File: src/rtl/dmem_arbiter_ctrl.sv
// -----------------------------------------------------------------------------
// dmem_arbiter_ctrl
//
// Shares one single-port, word-wide data memory between the core MEM stage
// (port core) and the debug/program loader (port dbg). Round-robin between the
// two, one transaction in flight at a time. The memory only ever sees
// full-word accesses. Byte/half load extraction and sign/zero extension are
// done here. SB/SH are performed as read-modify-write, so the memory block
// needs no byte enables.
//
// Ports
//   clock, reset               rising-edge clock, async active-high reset
//   core_* / dbg_*             requester ports: req, we, func3, addr, wdata in;
//                              done out
//   rsp_rdata, rsp_err         shared response, valid while either done is high,
//                              held until the next done
//   mem_read_en, mem_write_en  memory enables (never both high, never in IDLE)
//   mem_func3                  constant full-word code 3'b010
//   mem_addr, mem_wdata        word-aligned address and full write word
//   mem_rdata                  combinational read word from the memory
//   fsmState                   current FSM state encoding, for observation
//
// Handshake: a requester raises req with we/func3/addr/wdata and holds them
// stable until its done pulses for exactly one cycle. While its own done is
// high, that port's req is ignored, so the requester may present the next
// transaction (or drop req) in that same cycle. Dropping req mid-transaction
// does not abort it.
// -----------------------------------------------------------------------------
module dmem_arbiter_ctrl #(
    parameter int MEM_WORDS = 1024,
    parameter int ADDR_W    = 32
) (
    input  logic              clock,
    input  logic              reset,

    input  logic              core_req,
    input  logic              core_we,
    input  logic [2:0]        core_func3,
    input  logic [ADDR_W-1:0] core_addr,
    input  logic [31:0]       core_wdata,
    output logic              core_done,

    input  logic              dbg_req,
    input  logic              dbg_we,
    input  logic [2:0]        dbg_func3,
    input  logic [ADDR_W-1:0] dbg_addr,
    input  logic [31:0]       dbg_wdata,
    output logic              dbg_done,

    output logic [31:0]       rsp_rdata,
    output logic              rsp_err,

    output logic              mem_read_en,
    output logic              mem_write_en,
    output logic [2:0]        mem_func3,
    output logic [ADDR_W-1:0] mem_addr,
    output logic [31:0]       mem_wdata,
    input  logic [31:0]       mem_rdata,

    output logic [2:0]        fsmState
);

    typedef enum logic [2:0] {
        IDLE   = 3'd0,
        LOAD   = 3'd1,
        STORE  = 3'd2,
        RMW_RD = 3'd3,
        RMW_WR = 3'd4
    } stateType;

    // First byte address past the end of memory; one extra bit so the
    // comparison cannot wrap when the memory fills the whole address space.
    localparam logic [ADDR_W:0] ADDR_LIMIT = (ADDR_W + 1)'(4 * MEM_WORDS);

    stateType    state;
    logic        lastGrantDbg;   // 1 = dbg was granted last
    logic        ownerDbg;       // port owning the in-flight transaction
    logic [2:0]  opFunc3;
    logic [1:0]  opLane;         // byte offset within the word
    logic [15:0] opWdataLo;      // store data needed by the SB/SH merge

    assign mem_func3 = 3'b010;
    assign fsmState  = state;

    // -------------------------------------------------------------------------
    // Request legality
    // -------------------------------------------------------------------------
    function automatic logic illegalReq(input logic              we,
                                        input logic [2:0]        f3,
                                        input logic [ADDR_W-1:0] a);
        logic bad;
        bad = 1'b0;
        case (f3)
            3'b011, 3'b110, 3'b111: bad = 1'b1;
            default:                bad = 1'b0;
        endcase
        // Unsigned widths have no store form.
        if (we && (f3 == 3'b100 || f3 == 3'b101)) bad = 1'b1;
        if ((f3 == 3'b001 || f3 == 3'b101) && a[0]) bad = 1'b1;
        if (f3 == 3'b010 && a[1:0] != 2'b00) bad = 1'b1;
        if ({1'b0, a} >= ADDR_LIMIT) bad = 1'b1;
        return bad;
    endfunction

    // -------------------------------------------------------------------------
    // Arbitration (evaluated only in IDLE)
    // -------------------------------------------------------------------------
    logic              coreEligible;
    logic              dbgEligible;
    logic              pickDbg;
    logic              anyGrant;
    logic              selWe;
    logic [2:0]        selFunc3;
    logic [ADDR_W-1:0] selAddr;
    logic [31:0]       selWdata;
    logic              selIllegal;

    always_comb begin
        coreEligible = core_req && !core_done;
        dbgEligible  = dbg_req && !dbg_done;
        anyGrant     = coreEligible || dbgEligible;
        // On a conflict the port that was not granted last wins.
        pickDbg      = dbgEligible && (!coreEligible || !lastGrantDbg);
        selWe        = pickDbg ? dbg_we    : core_we;
        selFunc3     = pickDbg ? dbg_func3 : core_func3;
        selAddr      = pickDbg ? dbg_addr  : core_addr;
        selWdata     = pickDbg ? dbg_wdata : core_wdata;
        selIllegal   = illegalReq(selWe, selFunc3, selAddr);
    end

    // -------------------------------------------------------------------------
    // Load lane extraction and extension
    // -------------------------------------------------------------------------
    logic [31:0] laneWord;
    logic [31:0] loadResult;

    always_comb begin
        laneWord = mem_rdata >> {opLane, 3'b000};
        case (opFunc3)
            3'b000:  loadResult = {{24{laneWord[7]}}, laneWord[7:0]};
            3'b001:  loadResult = {{16{laneWord[15]}}, laneWord[15:0]};
            3'b100:  loadResult = {24'd0, laneWord[7:0]};
            3'b101:  loadResult = {16'd0, laneWord[15:0]};
            default: loadResult = laneWord;
        endcase
    end

    // -------------------------------------------------------------------------
    // SB/SH merge: replace one byte or half lane of the word just read
    // -------------------------------------------------------------------------
    logic [31:0] mergedWord;

    always_comb begin
        mergedWord = mem_rdata;
        if (opFunc3 == 3'b000) begin
            case (opLane)
                2'd0:    mergedWord[7:0]   = opWdataLo[7:0];
                2'd1:    mergedWord[15:8]  = opWdataLo[7:0];
                2'd2:    mergedWord[23:16] = opWdataLo[7:0];
                default: mergedWord[31:24] = opWdataLo[7:0];
            endcase
        end else if (opLane[1]) begin
            mergedWord[31:16] = opWdataLo;
        end else begin
            mergedWord[15:0] = opWdataLo;
        end
    end

    // -------------------------------------------------------------------------
    // FSM with registered outputs
    // -------------------------------------------------------------------------
    always_ff @(posedge clock or posedge reset) begin
        if (reset) begin
            state        <= IDLE;
            lastGrantDbg <= 1'b1;
            ownerDbg     <= 1'b0;
            opFunc3      <= 3'd0;
            opLane       <= 2'd0;
            opWdataLo    <= 16'd0;
            core_done    <= 1'b0;
            dbg_done     <= 1'b0;
            rsp_rdata    <= 32'd0;
            rsp_err      <= 1'b0;
            mem_read_en  <= 1'b0;
            mem_write_en <= 1'b0;
            mem_addr     <= '0;
            mem_wdata    <= 32'd0;
        end else begin
            core_done <= 1'b0;
            dbg_done  <= 1'b0;

            case (state)
                IDLE: begin
                    mem_read_en  <= 1'b0;
                    mem_write_en <= 1'b0;
                    if (anyGrant) begin
                        lastGrantDbg <= pickDbg;
                        ownerDbg     <= pickDbg;
                        opFunc3      <= selFunc3;
                        opLane       <= selAddr[1:0];
                        opWdataLo    <= selWdata[15:0];
                        if (selIllegal) begin
                            // Error completes straight from IDLE, no memory access.
                            rsp_err   <= 1'b1;
                            rsp_rdata <= 32'd0;
                            core_done <= !pickDbg;
                            dbg_done  <= pickDbg;
                        end else begin
                            mem_addr <= {selAddr[ADDR_W-1:2], 2'b00};
                            if (!selWe) begin
                                state       <= LOAD;
                                mem_read_en <= 1'b1;
                            end else if (selFunc3 == 3'b010) begin
                                state        <= STORE;
                                mem_write_en <= 1'b1;
                                mem_wdata    <= selWdata;
                            end else begin
                                state       <= RMW_RD;
                                mem_read_en <= 1'b1;
                            end
                        end
                    end
                end

                LOAD: begin
                    mem_read_en <= 1'b0;
                    rsp_rdata   <= loadResult;
                    rsp_err     <= 1'b0;
                    core_done   <= !ownerDbg;
                    dbg_done    <= ownerDbg;
                    state       <= IDLE;
                end

                STORE: begin
                    mem_write_en <= 1'b0;
                    rsp_rdata    <= 32'd0;
                    rsp_err      <= 1'b0;
                    core_done    <= !ownerDbg;
                    dbg_done     <= ownerDbg;
                    state        <= IDLE;
                end

                RMW_RD: begin
                    mem_read_en  <= 1'b0;
                    mem_write_en <= 1'b1;
                    mem_wdata    <= mergedWord;
                    state        <= RMW_WR;
                end

                RMW_WR: begin
                    mem_write_en <= 1'b0;
                    rsp_rdata    <= 32'd0;
                    rsp_err      <= 1'b0;
                    core_done    <= !ownerDbg;
                    dbg_done     <= ownerDbg;
                    state        <= IDLE;
                end

                default: begin
                    mem_read_en  <= 1'b0;
                    mem_write_en <= 1'b0;
                    state        <= IDLE;
                end
            endcase
        end
    end

endmodule

File: config.mk
export PLATFORM = sky130hd
export DESIGN_NAME = dmem_arbiter_ctrl
export DESIGN_NICKNAME = d
export VERILOG_FILES = /design/src/rtl/dmem_arbiter_ctrl.sv
export SDC_FILE = /design/constraint.sdc
export NUM_CORES = 1
export LEC_CHECK = 0
export CAP_MARGIN = 20
export CELL_PAD_IN_SITES_DETAIL_PLACEMENT = 1
export CELL_PAD_IN_SITES_GLOBAL_PLACEMENT = 1
export CORE_UTILIZATION = 32
export DETAILED_ROUTE_END_ITERATION = 8
export GPL_TIMING_DRIVEN = 0
export PLACE_DENSITY = 0.93
export SETUP_SLACK_MARGIN = 0.4
export SLEW_MARGIN = 20
export SYNTH_ARGS = -nofsm -noshare
export SYNTH_HDL_FRONTEND = slang
export SYNTH_SLANG_ARGS = --single-unit
export TNS_END_PERCENT = 100
File: constraint.sdc
create_clock -name clock -period 4.9 [get_ports clock]
set_input_delay 0.98 -clock clock [delete_from_list [all_inputs] [get_ports clock]]
set_output_delay 0.98 -clock clock [all_outputs]
set_load 0.01 [all_outputs]
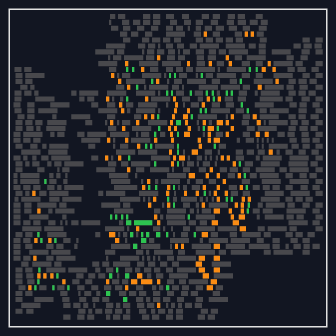
(logic cells by family)
inverting AOI/OAI gates: in orange, cells 145, most used o21ai_0. NAND gates: in green, cells 83, most used nand2_1.
Comb/total area: 30.94%
fin cells: 1220
top logic cell by instance count in the layout: clkdlybuf4s50_1

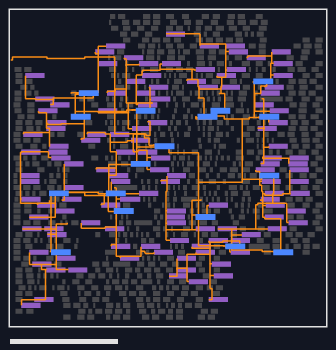
(clock wires, drivers and flops)
The bar under the picture is 50 microns long.
flip-flops: in purple, count 125. clock wires: in orange, length 1830 microns. clock drivers: in blue, count 17.
Position of the flops: all over the die. There are 18 routed clock nets.
Setup Skew: 0.008521 ns
Clock power frac: 40.3%

==> changes_impl.md <==
### Metrics

- Status: completed
- Global route hottest layer: met2
- GRT met3 Usage: around 7.1%
- Seq/total area: a little under a third
- Core ar.: ~0.020 sq mm
- Seq pwr share: approximately 36%
- ANT cells: 0
- Iter 0 DRT Violations: roughly 360
- Proportion of layout cells with a drive suffix above 1: about an eighth
- Signal inverters: 20
- Critical Path AT: 3.27 ns
- Most common logic cells in the final layout: 273 x clkdlybuf4s50_1, 124 x dfrtp_1, 76 x o21ai_0
- Yosys top cell by area: dfrtp_1
- Worst setup path endpoint: rsp_rdata[31]$_DFFE_PP0P_
- Synth cell count leaders: 124 x dfrtp_1, 76 x o21ai_0, 70 x mux2i_1, 70 x nand2_1, 48 x mux2_2
- #FFs+latches synth: roughly 130
- Worst path cell trace: clkdlybuf4s50_1, nand2b_1, o311ai_1, o2bb2ai_2, nand3_1, nand4_1, buf_2, a221o_1
- Tap cells: roughly 270
- Detail Route Antenna Nets: 0
- Routed wire length: roughly 26 mm
- Util after Layout: between 50% and 60%
- Max-area cell share: around 47%
- Final setup margin: 1.934 ns
- # Max-Cap Violations: 0
- CTS clk-pin slew, worst paths: about 0.060 ns
- Reg2Reg Depth: 6
- Resize count post-CTS: 0
- Final max-slew violation count: 0
- Clk ins delay skew pair: roughly 0.43 ns
- Synthesized cell area: between 0.006 and 0.007 sq mm
- HP Start: ownerDbg$_DFFE_PP0P_
- # rows: around 52
- Max Used Layer: met4
- P_sw: a little over 900 uW
- CTS tree: built
- Biggest regs: mem_wdata: 32 flops, rsp_rdata: 32 flops, mem_addr: 30 flops
- Worst min path class: register to register
- WHS: approximately 0.47 ns
- Dpl cell area: 0.009731 sq mm
- CP Launch Point: dbg_func3[0]
- Root buffer cell: clkbuf_16
- H-tree Lvls: 4
- Synth Instances: about 640
- R2r setup slk: 2.47 ns
- Place WS: around 1.5 ns
- Sink Count: 125
- Sequential fraction of the synthesis area: ~47%
- Xor+xnor area frac: less than 1%
- Async set-reset flop share out of synthesis: 100.0%
- Sw Share: a little under 30%
- Crit-path slowest cell: clkdlybuf4s50_1
- Total sequential power: between 1000 and 1500 uW
- First-pass GRT wire length: between 40 and 50 mm
- CP max stage delay: 0.49 ns
- Comb_multi_in: roughly 450
- WHS Path Cells: 1
- Final setup TNS: 0 ns
- Worst VDD drop: around 250 uV
- WL/cell: between 20 and 25 microns
- Top pwr grp: clock
- Max_slew headroom: 48.24%
- Startpoint Class: input port
- WL met3: approximately 1.7 mm
- DRT Pass-1 Iters: 7
- Post-CTS setup buffer count: 0
- Syn. warnings: 0
- Internal: approximately 2200 uW
- Total power: about 3100 uW
- Die Size: around 0.021 sq mm
- Top cells by area: dfrtp_1 47%, mux2i_1 11%, mux2_2 8.2%, o21ai_0 5.7%, nand2_1 4.0%
- Unrepaired setup endpoints after global routing: no
- Signal buffers: approximately 320
- Combinational power: 725 uW
- Cell count along the critical path: 8
- CTS Hold Buffers Added: 0
- Overall global routing resource usage: between 20% and 30%
- Simple share: a little under an eighth
- CLK BUF: 21
- Critical Path RT: 5.21 ns
- Vias per cell: 5.178
- Crit Reg-Reg Endpoint: mem_wdata[3]$_DFFE_PP0P_
- Fillers: roughly 2200
- Mean Syn Cell Area: approximately 10 sq um
- Number of global-route vias before repair: roughly 7000
- Hold Fails Final Rpt: 0
Power is estimated from default activity; no workload was simulated.
